### Layout detail

Window x 4 to 24, y 4 to 24 um. Cells in grey, sequential cells in the stronger grey; small squares are vias.
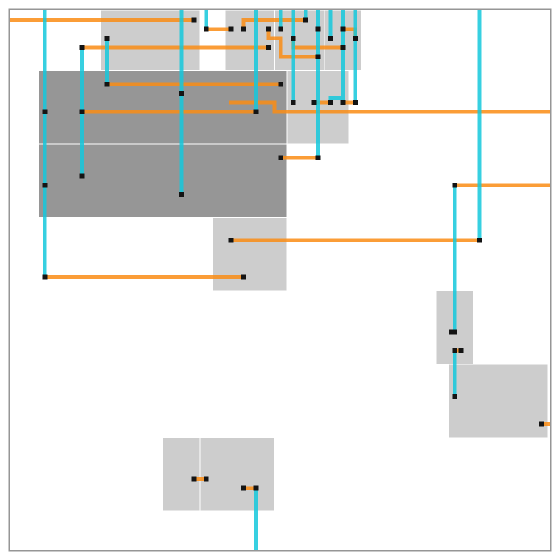
### Clock distribution

The bar under the picture is 20 um long.
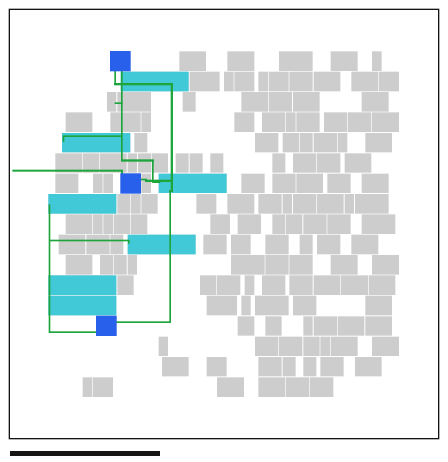
### Clock nets

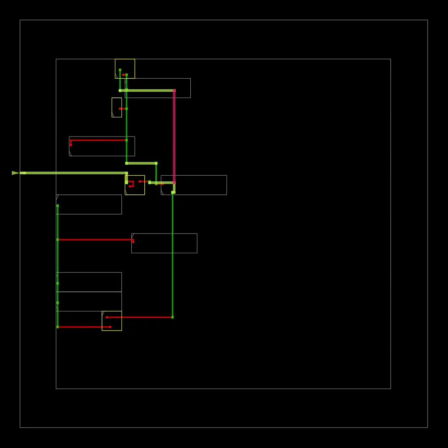
### I/O pins on the die edge

Pins as bars across the die edge, other pins in grey.
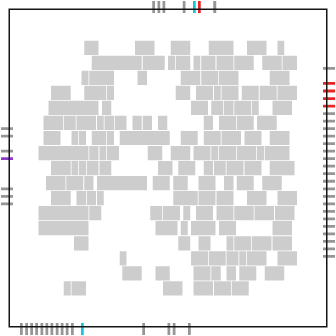
--- config.mk ---
export PLATFORM = sky130hd
export DESIGN_NAME = pipeline_ctrl
export DESIGN_NICKNAME = d
export VERILOG_FILES = /design/src/rtl/pipeline_pkg.sv /design/src/rtl/hazard_match.sv /design/src/rtl/pipeline_ctrl.sv
export SDC_FILE = /design/constraint.sdc
export NUM_CORES = 1
export LEC_CHECK = 0
export CORE_MARGIN = 5
export CORE_UTILIZATION = 39
export DETAILED_ROUTE_END_ITERATION = 8
export GPL_TIMING_DRIVEN = 0
export PLACE_DENSITY = 0.82
export SLEW_MARGIN = 20
export SYNTH_ARGS = -nofsm -noshare
export SYNTH_HDL_FRONTEND = slang
export SYNTH_SLANG_ARGS = --single-unit
--- constraint.sdc ---
create_clock -name clk -period 2.5 [get_ports clk]
set_input_delay 0.375 -clock clk [delete_from_list [all_inputs] [get_ports clk]]
set_output_delay 0.375 -clock clk [all_outputs]
set_load 0.05 [all_outputs]
--- src/rtl/pipeline_pkg.sv ---
// Shared types for the pipeline controller: FSM states, forward-select codes
// and the destination-validity rule that depends on the current ISA mode.
package pipeline_pkg;

  typedef enum logic [1:0] {
    RUN    = 2'd0,
    DRAIN  = 2'd1,
    SWITCH = 2'd2
  } state_e;

  localparam logic [1:0] FWD_RF = 2'b00;
  localparam logic [1:0] FWD_M  = 2'b10;
  localparam logic [1:0] FWD_W  = 2'b01;

  localparam logic [4:0] RV_ZERO_REG = 5'd0;
  localparam logic [4:0] ARM_PC_REG  = 5'd15;

  // x0 is hardwired zero in RISC-V and r15 is the PC in ARM; neither is a real dependency.
  function automatic logic regValid(input logic [4:0] rd, input logic armMode);
    return armMode ? (rd != ARM_PC_REG) : (rd != RV_ZERO_REG);
  endfunction

endpackage

--- src/rtl/hazard_match.sv ---
// Compares two source registers against one written destination, honouring
// the ISA-dependent rule for which destinations count as real writes.
module hazard_match
  import pipeline_pkg::*;
(
  input  logic [4:0] rs1_i,
  input  logic [4:0] rs2_i,
  input  logic [4:0] rd_i,
  input  logic       we_i,
  input  logic       arm_i,
  output logic       hit1_o,
  output logic       hit2_o
);

  logic destLive;

  assign destLive = we_i & regValid(rd_i, arm_i);
  assign hit1_o   = destLive & (rs1_i == rd_i);
  assign hit2_o   = destLive & (rs2_i == rd_i);

endmodule

--- src/rtl/pipeline_ctrl.sv ---
// Hazard, forwarding and ISA-switch controller for a 5-stage pipeline.
// Define PIPELINE_CTRL_FORWARD_EN to enable M/W forwarding; otherwise any RAW hazard stalls.
module pipeline_ctrl
  import pipeline_pkg::*;
#(
  parameter int DRAIN_CYCLES = 3
) (
  input  logic       clk,
  input  logic       rst_n,
  input  logic [4:0] Rs1D,
  input  logic [4:0] Rs2D,
  input  logic [4:0] Rs1E,
  input  logic [4:0] Rs2E,
  input  logic [4:0] RdE,
  input  logic [4:0] RdM,
  input  logic [4:0] RdW,
  input  logic       RegWriteE,
  input  logic       RegWriteM,
  input  logic       RegWriteW,
  input  logic       ResultSrcE0,
  input  logic       PCSrcE,
  input  logic       mode_req,
  input  logic       mode_tgt,
  output logic       StallF,
  output logic       StallD,
  output logic       FlushD,
  output logic       FlushE,
  output logic [1:0] ForwardAE,
  output logic [1:0] ForwardBE,
  output logic       arm,
  output logic       mode_ack,
  output logic       busy
);

  localparam int CNT_W = (DRAIN_CYCLES < 2) ? 1 : $clog2(DRAIN_CYCLES + 1);

  state_e             state_q;
  logic [CNT_W-1:0]   cnt_q;
  logic               arm_q;
  logic               tgt_q;
  logic               ack_q;

  logic inRun;
  logic hazD;
  logic stallHaz;
  logic eHit1, eHit2;

  assign inRun = (state_q == RUN);

  hazard_match uMatchE (
    .rs1_i (Rs1D), .rs2_i (Rs2D), .rd_i (RdE), .we_i (RegWriteE), .arm_i (arm_q),
    .hit1_o(eHit1), .hit2_o(eHit2)
  );

`ifdef PIPELINE_CTRL_FORWARD_EN
  logic mHitA, mHitB, wHitA, wHitB;

  hazard_match uMatchM (
    .rs1_i (Rs1E), .rs2_i (Rs2E), .rd_i (RdM), .we_i (RegWriteM), .arm_i (arm_q),
    .hit1_o(mHitA), .hit2_o(mHitB)
  );
  hazard_match uMatchW (
    .rs1_i (Rs1E), .rs2_i (Rs2E), .rd_i (RdW), .we_i (RegWriteW), .arm_i (arm_q),
    .hit1_o(wHitA), .hit2_o(wHitB)
  );

  // Only a load in execute cannot be forwarded in time.
  assign hazD = ResultSrcE0 & (eHit1 | eHit2);

  assign ForwardAE = !rst_n ? FWD_RF : mHitA ? FWD_M : wHitA ? FWD_W : FWD_RF;
  assign ForwardBE = !rst_n ? FWD_RF : mHitB ? FWD_M : wHitB ? FWD_W : FWD_RF;
`else
  logic mHit1, mHit2, wHit1, wHit2;
  logic unusedExecSrcs;

  hazard_match uMatchM (
    .rs1_i (Rs1D), .rs2_i (Rs2D), .rd_i (RdM), .we_i (RegWriteM), .arm_i (arm_q),
    .hit1_o(mHit1), .hit2_o(mHit2)
  );
  hazard_match uMatchW (
    .rs1_i (Rs1D), .rs2_i (Rs2D), .rd_i (RdW), .we_i (RegWriteW), .arm_i (arm_q),
    .hit1_o(wHit1), .hit2_o(wHit2)
  );

  // Without bypass paths, decode must wait until every in-flight producer retires.
  assign hazD = eHit1 | eHit2 | mHit1 | mHit2 | wHit1 | wHit2;

  assign ForwardAE      = FWD_RF;
  assign ForwardBE      = FWD_RF;
  assign unusedExecSrcs = ^{Rs1E, Rs2E, ResultSrcE0};
`endif

  assign stallHaz = inRun & hazD;

  assign StallF   = !rst_n | stallHaz | !inRun;
  assign StallD   = !rst_n | stallHaz;
  assign FlushD   = !rst_n | PCSrcE | !inRun;
  assign FlushE   = !rst_n | stallHaz | PCSrcE;
  assign arm      = arm_q;
  assign mode_ack = ack_q;
  assign busy     = !inRun;

  // Mode switch: freeze fetch, let E/M/W empty, flip the ISA, then acknowledge.
  always_ff @(posedge clk or negedge rst_n) begin
    if (!rst_n) begin
      state_q <= RUN;
      cnt_q   <= '0;
      arm_q   <= 1'b0;
      tgt_q   <= 1'b0;
      ack_q   <= 1'b0;
    end else begin
      ack_q <= 1'b0;
      unique case (state_q)
        RUN: begin
          if (mode_req) begin
            if (mode_tgt == arm_q) begin
              ack_q <= 1'b1;
            end else begin
              tgt_q   <= mode_tgt;
              cnt_q   <= CNT_W'(DRAIN_CYCLES);
              state_q <= DRAIN;
            end
          end
        end
        DRAIN: begin
          cnt_q <= cnt_q - CNT_W'(1);
          if (cnt_q == CNT_W'(1)) state_q <= SWITCH;
        end
        SWITCH: begin
          arm_q   <= tgt_q;
          ack_q   <= 1'b1;
          state_q <= RUN;
        end
        default: state_q <= RUN;
      endcase
    end
  end

endmodule

==> impl_metrics.json <==
{
  "nets": 197,
  "drive_gt1_share_pct": 10.6,
  "critical_path_required_ps": 2120,
  "routed_wl_um": 2600,
  "overflow": 0,
  "area_delta_synth_final_pct": 53.0,
  "r2r-end": "cnt_q[0]",
  "ys_types": 28,
  "pwr-share-clk_pct": 12.1,
  "synth.avg_cell_area_um2": 8.26,
  "rr_startpoint": "arm",
  "setup_violations": 0,
  "r2r_slack_ps": 1180,
  "ys_chip_area_um2": 867,
  "vias_per_cell": 5.20,
  "gp_congestion": 0.902,
  "chip_area_um2": 3270,
  "ff_type": "dfrtp_1",
  "finalHoldViolations": 0,
  "grt_pass1_vias": 936,
  "combPwrFrac_pct": 65.0,
  "ys.warnings.count": 0,
  "dpl_worst_slack_ps": -454,
  "end_kind": "output pin",
  "async_reset_ff_share_pct": 100,
  "vias": 930,
  "grt_pass1_wl_um": 4230,
  "crit_path_start_kind": "input pin",
  "fp_util_pct": 40.0,
  "syn_inst": 105,
  "ys_ff": 7,
  "setup_ws_ps": 136,
  "switching_share_pct": 48.1,
  "p_leak_nw": 0.501,
  "powerDensity_nw_per_um2": 688,
  "antenna_found_initial": 0,
  "fin_worst_skew_ps": 1.37,
  "status": "completed",
  "clk_pin_slew_ps": 50,
  "ant_nets": 0,
  "maxCapViolCount": 0,
  "reg2regPathDepth": 6,
  "fin_crit_ps": 2360,
  "htreeDepth": 1,
  "period_used_pct": 94.6,
  "diodes": 0,
  "yosys-top-cells-area": "xnor2_1 31%, dfrtp_1 20%, nand3_1 5.8%",
  "common_cells": "31 x xnor2_1, 10 x nand2_1, 10 x nand3_1",
  "synth_area_um2": 867,
  "crit_fanout": 4,
  "seq_power_share_pct": 23.0,
  "top_area_cell": "xnor2_1",
  "switching_power_mw": 0.439,
  "rows": 17,
  "peakVddDrop_mv": 0.517,
  "max_clock_freq_ghz": 0.423,
  "cts_buffer_depth": 2,
  "drt_iter0_markers": 24,
  "cts.hold.buffers_added": 0,
  "rsz0062_at_grt": "no",
  "ys_seq_share_pct": 20.2,
  "core-area_um2": 2170,
  "yosysCellCount": 105,
  "path_class": "input pin to output pin",
  "setup_tns_ps": 0,
  "p_int_mw": 0.473,
  "tool_warnings": 37
}
Back to the opening pictures, 'Layout detail':
Key: orange = met1; cyan = met2
Netlist names of flops here include `mode_ack` (1), `tgt_q` (1). Sequential cells in the window: 2. 12 logic cells have their middle in the window. Most frequent: o21ai_0 (2), dfrtp_1 (2), clkdlybuf4s50_1 (2).

Back to the opening pictures, 'Clock distribution':
Key: cyan = flip-flops [count 7]; green = clock wires [length 140 um]; blue = cells driving clock nets [count 3]
There are 4 routed clock nets.

Back to the opening pictures, 'Clock nets':
total CTS buffers: 3
Late-Pin Clk Latency: 260 ps
clock group power: 0.110 mW
Clock Buffer Count: 4

Back to the opening pictures, 'I/O pins on the die edge':
Key: cyan = `ForwardAE` [pins 2, direction output, edge 1 bottom, 1 top]; purple = `FlushD` [pins 1, direction output, edge left]; red = `RdW` [pins 5, direction input, edge 4 right, 1 top]
All pins by edge: 25 right, 16 bottom, 7 left, 7 top.
Die X: 57.2 um
vertical die size: 57.2 um
Buffers on Ports: 39

[logic make-up after synthesis]
kind of cell / count (synthesis) / share of synthesized area [%]
DFF: 7 / 20.2
xor gates and xnor gates: 31 / 31.3
adders and majority gates: 1 / 1.44
buffers and inverters: 9 / 6.49
and+or+nand+nor: 36 / 22.9
muxes: 3 / 3.61
other: 1 / 0.432
AOI/OAI and AO/OA: 17 / 13.6
[power groups by stage]
stage	Sequential [mW]	Clock, mW	Combinational, mW
3_5_place_dp	0.207	0	0.596
3_3_place_gp	0.208	0	0.578
6_report	0.209	0.110	0.593
4_1_cts	0.206	0.113	0.589
2_1_floorplan	0.251	0	0.341
5_1_grt	0.217	0.122	0.639
[state kept, by name, summed over array words and instances (netlist names)]
| register | count |
|---|---|
| state_q | 2 |
| tgt_q | 1 |
| arm | 1 |
| cnt_q | 2 |
| mode_ack | 1 |
[critical path: stages]
cell	delay [ps]
clkdlybuf4s50_1	580
and4_1	220
mux2i_1	70
o21a_1	180
a32oi_1	240
nand3_1	110
buf_4	220
[cell usage in the layout, fill, tap and decap left out, types with 4 or more instances in the layout]
master,Yosys,layout
clkdlybuf4s50_1,0,33
nand2_1,10,10
dfrtp_1,7,7
buf_4,4,6
conb_1,1,4
nand3_1,10,10
inv_1,4,4
xnor2_1,31,31
nor2_1,5,4
[through the flow]
step	area [um^2]	std cells	power, mW	util, %	hold slack (ps)
floorplan	878	108	0.592	-	79.4
global placement	1300	175	0.785	60.1	485
detailed placement	1300	175	0.802	60.1	487
CTS	1310	179	0.907	60.6	418
global route	1330	179	0.977	61.1	426
finish	1330	179	0.912	61.1	411
[worst max path at each step]
| stage | end | startpoint | slack [ps] |
|---|---|---|---|
| global route | StallF | RdW[0] | 20 |
| detailed placement | StallD | RdE[0] | -450 |
| global placement | StallD | RdE[0] | -410 |
| finish | StallD | RdE[3] | 140 |
| floorplan | StallF | arm | 200 |
| CTS | StallD | RdE[0] | 40 |
[cell type report]
type | count | area, um^2
multi-input combinational | 92 | 649
sequential | 7 | 175
buffer | 5 | 41.3
inverter | 4 | 15.0
tap | 28 | 35.0
fill | 197 | 843
timing repair buffer | 39 | 384
clock buffer | 4 | 26.3
[layer usage]
layer  vias to the layer above  track usage [%]  share of wire (%)
met5                         -                0                  0
met3                         8             6.56                 11
li1                        455                -                  -
met2                        52             27.4                 48
met1                       415             18.3                 39
met4                         0             8.28                2.0
[timing repair]
item | in CTS | in global routing
endpoints found under the hold margin | 0 | 0
setup buffers | 0 | 0
setup endpoints to repair | 4 | 4
gates cloned | 0 | 0
gates resized | 16 | 7
No activity file was given, so power comes from the tool's default toggle rates.
